[src/rtl/vsc8541_smi_pkg.sv]
// rtl/vsc8541_smi_pkg.sv - shared states, frame constants and widths for the VSC8541 SMI controller
package vsc8541_smi_pkg;

   typedef enum logic [2:0] {
      IDLE,
      WAIT_EDGE,
      PREAMBLE,
      HDR,
      TA,
      DATA,
      RELEASE,
      DONE
   } smi_state_t;

   localparam logic [1:0] SMI_ST    = 2'b01;
   localparam logic [1:0] SMI_OP_WR = 2'b01;
   localparam logic [1:0] SMI_OP_RD = 2'b10;
   localparam logic [1:0] SMI_TA_WR = 2'b10;

   localparam int PHYAD_W  = 5;
   localparam int REGAD_W  = 5;
   localparam int DATA_W   = 16;
   localparam int HDR_BITS = 14;

endpackage

[src/rtl/vsc8541_smi_mdc_strobe.sv]
// rtl/vsc8541_smi_mdc_strobe.sv - free-running MDC divider with falling-edge and sample strobes
module vsc8541_smi_mdc_strobe #(
   parameter int DIVISOR = 100
) (
   input  logic clk,
   input  logic i_reset_n,
   output logic o_mdc,
   output logic o_fall_stb,
   output logic o_samp_stb
);

   localparam int            CW   = $clog2(DIVISOR);
   localparam logic [CW-1:0] HALF = CW'(DIVISOR >> 1);
   localparam logic [CW-1:0] LAST = CW'(DIVISOR - 1);

   logic [CW-1:0] cnt;
   logic [CW-1:0] cnt_nxt;

   always_comb begin
      cnt_nxt = (cnt == LAST) ? '0 : cnt + CW'(1);
   end

   // MDC is registered from the next count so it always equals (cnt < HALF) without glitches.
   always_ff @(posedge clk or negedge i_reset_n) begin
      if (!i_reset_n) begin
         cnt   <= '0;
         o_mdc <= 1'b1;
      end else begin
         cnt   <= cnt_nxt;
         o_mdc <= (cnt_nxt < HALF);
      end
   end

   assign o_fall_stb = (cnt == HALF);
   assign o_samp_stb = (cnt == LAST);

endmodule

[src/rtl/vsc8541_smi_ctrl.sv]
// rtl/vsc8541_smi_ctrl.sv - clause 22 MDIO transaction controller: one read or write per request
module vsc8541_smi_ctrl #(
   parameter int DIVISOR      = 100,
   parameter int PREAMBLE_LEN = 32
) (
   input  logic        clk,
   input  logic        i_reset_n,
   input  logic        i_req_valid,
   output logic        o_req_ready,
   input  logic        i_req_write,
   input  logic [4:0]  i_req_phyad,
   input  logic [4:0]  i_req_regad,
   input  logic [15:0] i_req_wdata,
   output logic        o_rsp_valid,
   output logic [15:0] o_rsp_rdata,
   output logic        o_rsp_ta_err,
   output logic        o_busy,
   output logic        o_mdc,
   output logic        o_mdio_o,
   output logic        o_mdio_oe,
   input  logic        i_mdio_i
);
   import vsc8541_smi_pkg::*;

   localparam logic [5:0] PRE_LAST = (PREAMBLE_LEN > 0) ? 6'(PREAMBLE_LEN - 1) : 6'd0;
   localparam logic [5:0] HDR_LAST = 6'(HDR_BITS - 1);
   localparam logic [5:0] DAT_LAST = 6'(DATA_W - 1);

   smi_state_t           state, state_nxt;
   logic [5:0]           bit_cnt, bit_cnt_nxt;
   logic                 mdo_nxt, oe_nxt;
   logic                 fall_stb, samp_stb, accept;
   logic                 wr_q, ta_err_q;
   logic [PHYAD_W-1:0]   phyad_q;
   logic [REGAD_W-1:0]   regad_q;
   logic [DATA_W-1:0]    wdata_q, rx_sh;
   logic [HDR_BITS-1:0]  hdr;
   logic [3:0]           hdr_idx, dat_idx;

   vsc8541_smi_mdc_strobe #(.DIVISOR(DIVISOR)) u_mdc (
      .clk        (clk),
      .i_reset_n  (i_reset_n),
      .o_mdc      (o_mdc),
      .o_fall_stb (fall_stb),
      .o_samp_stb (samp_stb)
   );

   assign o_req_ready = (state == IDLE);
   assign o_busy      = (state != IDLE);
   assign accept      = i_req_valid && o_req_ready;
   assign hdr         = {SMI_ST, (wr_q ? SMI_OP_WR : SMI_OP_RD), phyad_q, regad_q};
   // Index of the bit that goes out at the coming fall, one ahead of bit_cnt.
   assign hdr_idx     = 4'(6'(HDR_BITS - 2) - bit_cnt);
   assign dat_idx     = 4'(6'(DATA_W - 2) - bit_cnt);

   always_ff @(posedge clk or negedge i_reset_n) begin
      if (!i_reset_n) begin
         state     <= IDLE;
         bit_cnt   <= '0;
         o_mdio_o  <= 1'b1;
         o_mdio_oe <= 1'b0;
      end else begin
         state     <= state_nxt;
         bit_cnt   <= bit_cnt_nxt;
         o_mdio_o  <= mdo_nxt;
         o_mdio_oe <= oe_nxt;
      end
   end

   // Every drive update is taken on fall_stb, so the pin changes on the following cycle.
   always_comb begin
      state_nxt   = state;
      bit_cnt_nxt = bit_cnt;
      mdo_nxt     = o_mdio_o;
      oe_nxt      = o_mdio_oe;
      case (state)
         IDLE: begin
            if (accept) state_nxt = WAIT_EDGE;
         end
         WAIT_EDGE: begin
            if (fall_stb) begin
               bit_cnt_nxt = '0;
               oe_nxt      = 1'b1;
               if (PREAMBLE_LEN == 0) begin
                  state_nxt = HDR;
                  mdo_nxt   = hdr[HDR_BITS-1];
               end else begin
                  state_nxt = PREAMBLE;
                  mdo_nxt   = 1'b1;
               end
            end
         end
         PREAMBLE: begin
            if (fall_stb) begin
               if (bit_cnt == PRE_LAST) begin
                  state_nxt   = HDR;
                  bit_cnt_nxt = '0;
                  mdo_nxt     = hdr[HDR_BITS-1];
               end else begin
                  bit_cnt_nxt = bit_cnt + 6'd1;
                  mdo_nxt     = 1'b1;
               end
            end
         end
         HDR: begin
            if (fall_stb) begin
               if (bit_cnt == HDR_LAST) begin
                  state_nxt   = TA;
                  bit_cnt_nxt = '0;
                  oe_nxt      = wr_q;
                  mdo_nxt     = SMI_TA_WR[1];
               end else begin
                  bit_cnt_nxt = bit_cnt + 6'd1;
                  mdo_nxt     = hdr[hdr_idx];
               end
            end
         end
         TA: begin
            if (fall_stb) begin
               if (bit_cnt[0]) begin
                  state_nxt   = DATA;
                  bit_cnt_nxt = '0;
                  mdo_nxt     = wr_q ? wdata_q[DATA_W-1] : 1'b1;
               end else begin
                  bit_cnt_nxt = 6'd1;
                  mdo_nxt     = wr_q ? SMI_TA_WR[0] : 1'b1;
               end
            end
         end
         DATA: begin
            if (fall_stb) begin
               if (bit_cnt == DAT_LAST) begin
                  state_nxt = RELEASE;
                  oe_nxt    = 1'b0;
                  mdo_nxt   = 1'b1;
               end else begin
                  bit_cnt_nxt = bit_cnt + 6'd1;
                  mdo_nxt     = wr_q ? wdata_q[dat_idx] : 1'b1;
               end
            end
         end
         RELEASE: state_nxt = DONE;
         DONE:    state_nxt = IDLE;
         default: state_nxt = IDLE;
      endcase
   end

   always_ff @(posedge clk or negedge i_reset_n) begin
      if (!i_reset_n) begin
         wr_q         <= 1'b0;
         phyad_q      <= '0;
         regad_q      <= '0;
         wdata_q      <= '0;
         rx_sh        <= '0;
         ta_err_q     <= 1'b0;
         o_rsp_valid  <= 1'b0;
         o_rsp_rdata  <= '0;
         o_rsp_ta_err <= 1'b0;
      end else begin
         o_rsp_valid <= (state == RELEASE);
         if (accept) begin
            wr_q     <= i_req_write;
            phyad_q  <= i_req_phyad;
            regad_q  <= i_req_regad;
            wdata_q  <= i_req_wdata;
            rx_sh    <= '0;
            ta_err_q <= 1'b0;
         end
         if (samp_stb && !wr_q) begin
            if (state == TA && bit_cnt[0]) ta_err_q <= i_mdio_i;
            if (state == DATA)             rx_sh    <= {rx_sh[DATA_W-2:0], i_mdio_i};
         end
         if (state == RELEASE) begin
            o_rsp_rdata  <= wr_q ? '0 : rx_sh;
            o_rsp_ta_err <= ta_err_q;
         end
      end
   end

endmodule

[config.mk]
export PLATFORM = sky130hd
export DESIGN_NAME = vsc8541_smi_ctrl
export DESIGN_NICKNAME = d
export VERILOG_FILES = /design/src/rtl/vsc8541_smi_pkg.sv /design/src/rtl/vsc8541_smi_mdc_strobe.sv /design/src/rtl/vsc8541_smi_ctrl.sv
export SDC_FILE = /design/constraint.sdc
export NUM_CORES = 1
export LEC_CHECK = 0
export ABC_AREA = 1
export CELL_PAD_IN_SITES_DETAIL_PLACEMENT = 1
export CELL_PAD_IN_SITES_GLOBAL_PLACEMENT = 2
export CORE_ASPECT_RATIO = 1.5
export CORE_MARGIN = 2
export CORE_UTILIZATION = 34
export CTS_BUF_LIST = sky130_fd_sc_hd__clkbuf_8
export CTS_CLUSTER_DIAMETER = 80
export DETAILED_ROUTE_END_ITERATION = 12
export GPL_ROUTABILITY_DRIVEN = 1
export PLACE_DENSITY = 0.87
export SYNTH_ARGS = -nofsm -noshare
export SYNTH_HDL_FRONTEND = slang
export SYNTH_SLANG_ARGS = --single-unit
[constraint.sdc]
create_clock -name clk -period 2.5 [get_ports clk]
set_input_delay 0.25 -clock clk [delete_from_list [all_inputs] [get_ports clk]]
set_output_delay 0.25 -clock clk [all_outputs]
set_load 0.03 [all_outputs]
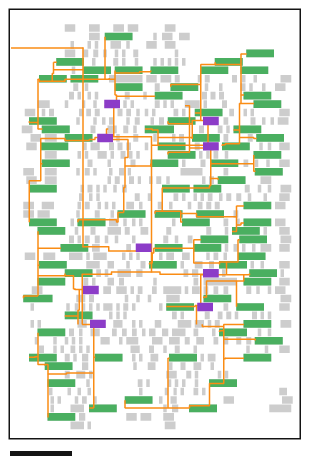
**Above:** run 1 (clock wires, drivers and flops).
Bar = 20 um.
Key: clock wires = orange [length 1170 um]; clock drivers = purple [count 9]; flip-flops = green [count 81]
There are 10 routed clock nets. Position of the flops: all over the die.
clk latency late pin: 360 ps
P_clk: 1.12 mW
Clk pwr share: 44.7%
Layout Skew: 15.33 ps

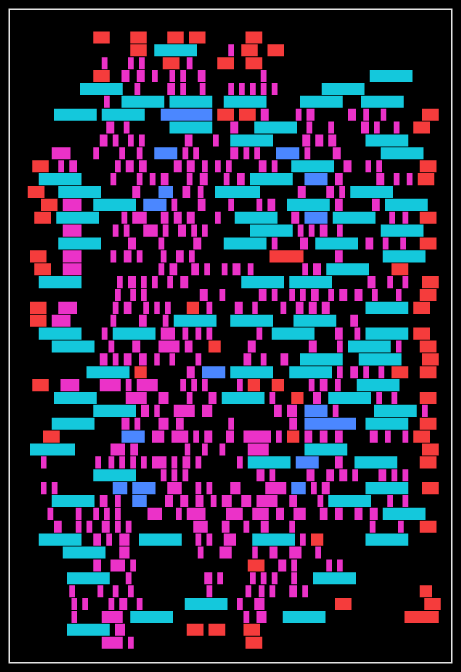
**Above:** run 1 (placement by cell class).
Key: flops = cyan [cells 81]; combinational and other logic = magenta [cells 396]; clock drivers and dummy loads = blue [cells 16]; other buffers and delay cells = red [cells 64]
flop share of the area: 40.50%
Design Area, Final: 5011 um^2
post-layout util: 43.23%
Std-Cell Rows: 48
Core ar.: 11590 um^2

==> reports/qor.txt, run 1 <==
Final setup margin -> 346.3 ps
Post-Syn Area -> 4053 um^2
RSZ-0062 raised after global routing -> false
Setup Viol. Count Final -> 0
Top routing layer used -> met4
Complex Gates by Area -> 7.410%
Final Max Tran Viols -> 0
Worst setup EP type -> output pin
Final Hold Violation Tally -> 0
DRT met1 WL -> 4.123 mm
Met2 routed WL -> 5.452 mm
Met2 usage in global routing -> 31.40%
Critical path type -> flip-flop to output pin
WL met3 -> 257 um
Grt total ovfl -> 0
Post-synth EDFFs -> 0
Layout area overhead -> 23.65%
Log Warnings -> 32
And+or+nand+nor area frac -> 28.93%
Synth Area in XOR/XNOR -> 0.6483%
Post-synth top cells -> nand2_1 (125), nand3_1 (81), dfrtp_1 (79)
Worst Path Required -> 2250 ps
DRC viols -> 0
R2R Path Start -> bit_cnt[0]
Fin crit share -> 86.15%
Die height -> 137.7 um
Most numerous cell in the Yosys netlist -> nand2_1
DR vias/cell -> 4.808
Mapped Cells -> 497
Commonest non-fill, non-tap cells in the layout -> nand2_1 (125), nand3_1 (81), dfrtp_1 (79), inv_1 (52), clkdlybuf4s50_1 (52)
Slew Limit Headroom -> 68.18%
Main flop type -> dfrtp_1
FMAX -> 0.4643 GHz
Fin nets -> 592
H-tree depth -> 3
Port Buf Inserts -> 53
Post-route ant nets -> 0
Leak -> 2.498 nW
Pwr dens -> 502.3 nW/um^2
Final min period -> 2154 ps
Gr busiest metal -> met2
Worst setup path start -> state[1]
GRT met3 Usage -> 2.681%
TNS Setup -> 0 ps
Sequential area share after synthesis -> 50.08%
Status -> finished clean
Total length of routed wires -> 9.957 mm
Vias in the first global route -> 3547
Clock Tree Buf Depth -> 2
Maxcap violations -> 0
Synth Area per Inst -> 8.154 um^2
Die Width -> 93.14 um
Post-synth top area share -> 48.78%
Number of synthesis warnings -> 0
DIE AREA -> 12830 um^2
Post-CTS Setup Inserts -> 0
Layout cell share with drive strength beyond 1 -> 10.05%
Crit Path Max Fanout -> 7
Detailed placer's ending HPWL -> 7.427 mm
Hold WC Path Type -> primary input to async pin
N_diodes -> 0
Filler Cell Count -> 1418
Setup WS pre-CTS -> 521.5 ps
Count of different cell masters after synthesis -> 37
# IOs -> 54
Mux share -> 2.223%
GRT Overall Usage -> 16.80%
Top non-seq family -> simple AND/OR/NAND/NOR gates
Pin count of the biggest net entering global routing -> 82
Cell taking the most area after synthesis -> dfrtp_1
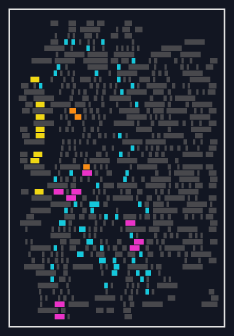
**Above:** run 1 (gate-type map).
Key: multiplexers = yellow [cells 8, where left middle]; inverting AOI/OAI gates = cyan [cells 50, most used a21oi_1]; XOR/XNOR gates = orange [cells 3, most used xor2_1]; adder and majority cells = magenta [cells 9, most used ha_1]
Comb area share: 33.96%
Layout Cells excl Fill: 707
most common cell after layout, fill and taps aside: nand2_1

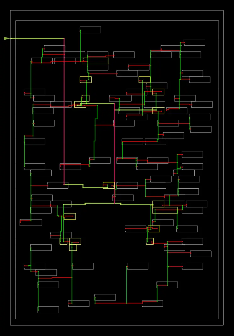
**Above:** run 1 (clock wiring as the flow saved it).
total CTS buffers: 9
Flops: 81
clock tree sinks: 81

==> run 1: what timing repair did <==
item	CTS	global route
resized	0	0
endpoints found under the setup margin	0	0
hold buffers	1	0
endpoints found under the hold margin	79	0
==> run 1: layout make-up <==
type                            instances  area [um^2]  share of cell area [%]
Clock buffer                           10        137.6                   2.747
Sequential cell                        81         2029                   40.50
Timing Repair Buffer                   64        638.1                   12.73
Clock inverter                          6        95.09                   1.898
Inverter                               59        221.5                   4.419
Multi-Input combinational cell        337         1702                   33.96
Tap cell                              150        187.7                   3.745
==> run 1: worst paths after layout <==
kind                       slack, ps        endpoint  cells after the start
max reg2reg                      520        o_mdio_o                     12
max                              350     o_req_ready                      4
min                              460  o_rsp_rdata[0]                      3
min reg2reg                      480  o_rsp_rdata[8]                      2
min in group clk                 470      wdata_q[3]                      3
max in group asynchronous       1680     u_mdc.o_mdc                      3
==> run 1: kinds of logic after synthesis <==
logic type / Yosys count
AND-OR/OR-AND: 52
XOR/XNOR: 3
adder cells (fa/ha/maj): 9
buffers and inverters: 79
flip-flops: 81
multiplexers: 8
AND/OR/NAND/NOR: 265
==> run 1: worst max-delay path: stages, from the launching register on <==
cell and delay (ps):
dfrtp_1 470, nor2_1 160, inv_1 60, nor2_2 150
clkdlybuf4s50_1 700
==> run 1: flip-flops by register name (all words and copies together) (netlist names) <==
signal        cells
o_rsp_rdata      16
rx_sh            16
wdata_q          16
u_mdc.cnt         7
bit_cnt           6
phyad_q           5
regad_q           5
state             3
o_mdio_o          1
o_mdio_oe         1
o_rsp_ta_err      1
o_rsp_valid       1
ta_err_q          1
u_mdc.o_mdc       1
wr_q              1
==> run 1: power breakdown <==
group	switching, mW	internal (mW)	total, mW
clock network	0.522	0.603	1.12
registers	0.00142	1.31	1.31
logic	0.0347	0.0457	0.0804
**Run 1: sequential cells grouped by signal name**

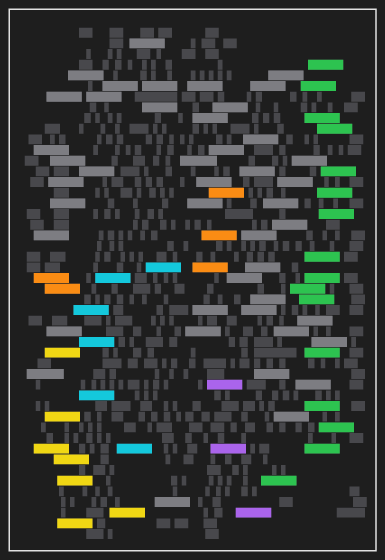

==> run 2, diff against run 1 <==
Settings changed: ABC_AREA 1 to default, CORE_UTILIZATION 34 to 35, PLACE_DENSITY 0.87 to 0.84.
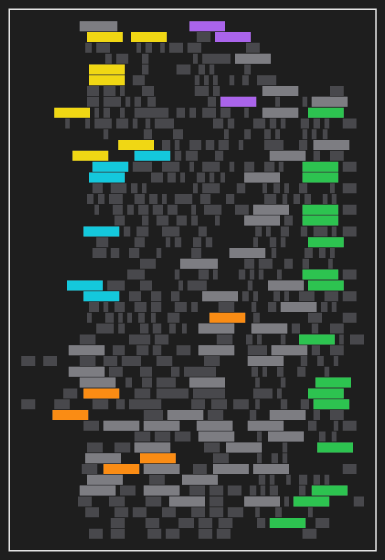
**Above:** run 2 (sequential cells grouped by signal name).
Key: o_rsp_rdata = green [placed flops 16]; phyad_q = orange [placed flops 5]; state = purple [placed flops 3]; bit_cnt = cyan [placed flops 6]; u_mdc.cnt = yellow [placed flops 7, where top left]
post-layout util: 43.17%
reported sequential group power: 1.31 mW

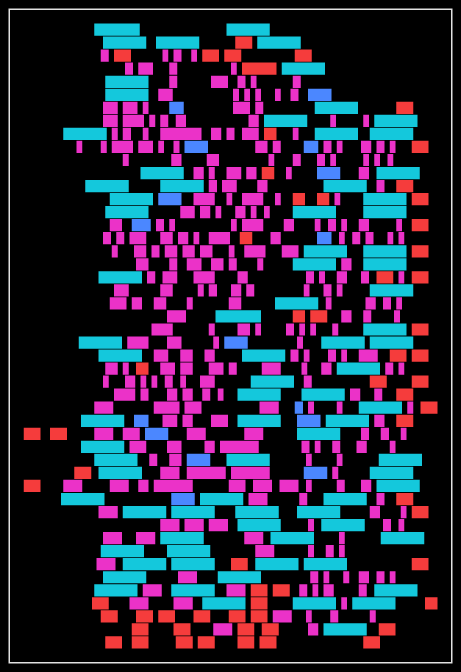
**Above:** run 2 (placement by cell class).
Key: combinational and other logic = magenta [cells 290]; other buffers and delay cells = red [cells 61]; flops = cyan [cells 81]; clock drivers and dummy loads = blue [cells 16]
Design Area, Final: 4926 um^2
flop share of the area: 41.20%
Core ar.: 11410 um^2

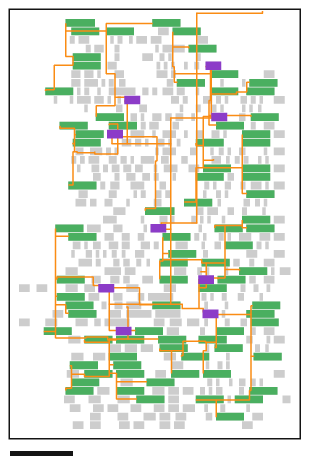
**Above:** run 2 (clock wires, drivers and flops).
Bar = 20 um.
Key: clock wires = orange [length 1080 um]; flip-flops = green [count 81]; clock drivers = purple [count 9]
There are 10 routed clock nets. Position of the flops: all over the die.
P_clk: 0.916 mW
Clk pwr share: 39.9%
Layout Skew: 9.294 ps

==> reports/qor.txt, run 2 <==
Setup Viol. Count Final -> 0 (unchanged)
Internal -> 1.751 mW (-11%)
Crit-path slowest cell -> clkdlybuf4s50_1
Sequential area share after synthesis -> 49.91% (-0.17 points)
N_diodes -> 0 (unchanged)
H-tree depth -> 3 (unchanged)
Total CTS buffers -> 9 (unchanged)
Sw power -> 0.5473 mW (-1.9%)
RSZ-0062 raised after global routing -> false
Largest regs -> o_rsp_rdata x16, rx_sh x16, wdata_q x16
Comb pwr -> 0.0736 mW (-8.5%)
Number of synthesis warnings -> 0 (unchanged)
Die height -> 136.0 um (-1.2%)
Leak -> 2.267 nW (-9.2%)
Layout Cells excl Fill -> 598 (-15%)
DR vias/cell -> 5.022 (+4.5%)
Main flop type -> dfrtp_1
Pin count of the biggest net entering global routing -> 82 (unchanged)
Post-synth EDFFs -> 0 (unchanged)
Cell taking the most area after synthesis -> dfrtp_1
Final Max Tran Viols -> 0 (unchanged)
DRC viols -> 0 (unchanged)
Worst path max stage delay -> 610 ps (-90 ps)
Worst Path Required -> 2250 ps (about the same)
Critical path type -> flip-flop to output pin
First-pass GRT wire length -> 15.60 mm
DIE AREA -> 12510 um^2 (-2.4%)
Post-route ant nets -> 0 (unchanged)
Crit Path Max Fanout -> 16 (+9)
Worst setup EP type -> output pin
Hold WC Path Type -> primary input to async pin
Vias in the first global route -> 3310 (-6.7%)
Log Warnings -> 32 (unchanged)
Grt total ovfl -> 0 (unchanged)
Pwr top -> registers
Fin nets -> 483 (-18%)
Status -> finished clean
Setup WS pre-CTS -> 79.72 ps (-441.8 ps)
Post-CTS Setup Inserts -> 0 (unchanged)
Cts hold-fix bufs -> 0 (-1)
Final Hold Violation Tally -> 0 (unchanged)
Port Buf Inserts -> 53 (unchanged)
Most numerous cell in the Yosys netlist -> dfrtp_1
Share of flip-flops with an asynchronous set or reset -> 100.0%
Maxcap violations -> 0 (unchanged)
CTS resizes -> 0 (unchanged)
Most common cell after layout, fill and taps aside -> dfrtp_1
Fin crit share -> 91.81% (+5.7 points)
Slew Limit Headroom -> 33.78% (-34 points)
GRT Overall Usage -> 15.69% (-1.1 points)
Sw frac -> 23.81% (+1.6 points)
Layout area overhead -> 21.14%
Clock tree sinks -> 81 (unchanged)
FMAX -> 0.4357 GHz (-6.2%)
TNS Setup -> 0 ps (unchanged)
Mapped Cells -> 393 (-21%)
Total length of routed wires -> 9.083 mm (-8.8%)
Final setup margin -> 204.7 ps (-141.7 ps)
Commonest non-fill, non-tap cells in the layout -> dfrtp_1 (79), nand2_1 (66), clkdlybuf4s50_1 (52), o21ai_0 (38), mux2_2 (29)
Post-Syn Area -> 4066 um^2 (+0.34%)
Die Width -> 92.01 um (-1.2%)
Layout cell share with drive strength beyond 1 -> 15.40% (+5.3 points)
Clk latency late pin -> 360 ps (about the same)
Crit-path cells -> nor3_2 > inv_1 > clkdlybuf4s50_1
Combinational Power Share -> 3.2% (about the same)
# IOs -> 54 (unchanged)
Std-Cell Rows -> 48 (unchanged)
Count of different cell masters after synthesis -> 59 (+59%)
Synth Area per Inst -> 10.35 um^2 (+27%)
Clock Tree Buf Depth -> 2 (unchanged)
Reg power frac -> 56.9% (+4.8 points)
Final min period -> 2295 ps (+141.7 ps)
[run 2: cell count changes after synthesis, moves of 17 or more]
| cell | previous run | this run |
|---|---|---|
| a21oi_1 | 26 | 9 |
| nand2_1 | 125 | 66 |
| nand3_1 | 81 | 11 |
| o21ai_0 | 11 | 38 |
| inv_1 | 52 | 10 |
| nor2_1 | 38 | 19 |
| nand2b_1 | 0 | 22 |
| mux2_2 | 4 | 29 |
[run 2: critical path, delay by kind of cell (launching register included)]
family	cells	cell delay (ps)
buf+inv	2	740
simple gates	1	360
flops	1	590
[run 2: area by class of cell]
cell class              instances  area, um^2
fillers                      1298        6485
flip-flops and latches         81        2029
multi-input cells             279        1878
repair buffers                 61       600.6
well taps                     150       187.7
clock buffers                  10       137.6
clock inverters                 6       51.30
inverters                      11       41.29
[run 2: per-layer routing]
layer / share of wire (%) / global-route usage [%]
met1: 39 / 17.09
met2: 56 / 29.41
met3: 2.7 / 2.716
met4: 2.0 / 7.131
met5: 0 / 0
[run 2: cell families after synthesis]
logic type / Yosys count / share of synthesized area, %
DFF: 81 / 49.91
xor gates and xnor gates: 8 / 1.723
and+or+nand+nor: 145 / 17.63
muxes: 39 / 11.72
AOI/OAI and AO/OA: 78 / 12.15
adders and majority gates: 9 / 2.769
buffers and inverters: 33 / 4.092
[run 2: path summary, 6_finish.rpt]
path                                 startpoint              end  slack (ps)  cells past startpoint
min in group clk                o_rsp_rdata[13]  o_rsp_rdata[13]         480                      2
max in group asynchronous             i_reset_n  o_rsp_rdata[14]        1820                      1
worst max-delay path                   state[0]           o_busy         200                      3
worst max register to register       bit_cnt[0]         o_mdio_o         230                      7
worst min register to register  o_rsp_rdata[13]  o_rsp_rdata[13]         480                      2
worst min-delay path                  i_reset_n   o_rsp_rdata[7]          50                      1
Power figures rest on the tool's default switching activity, not on a simulated workload.
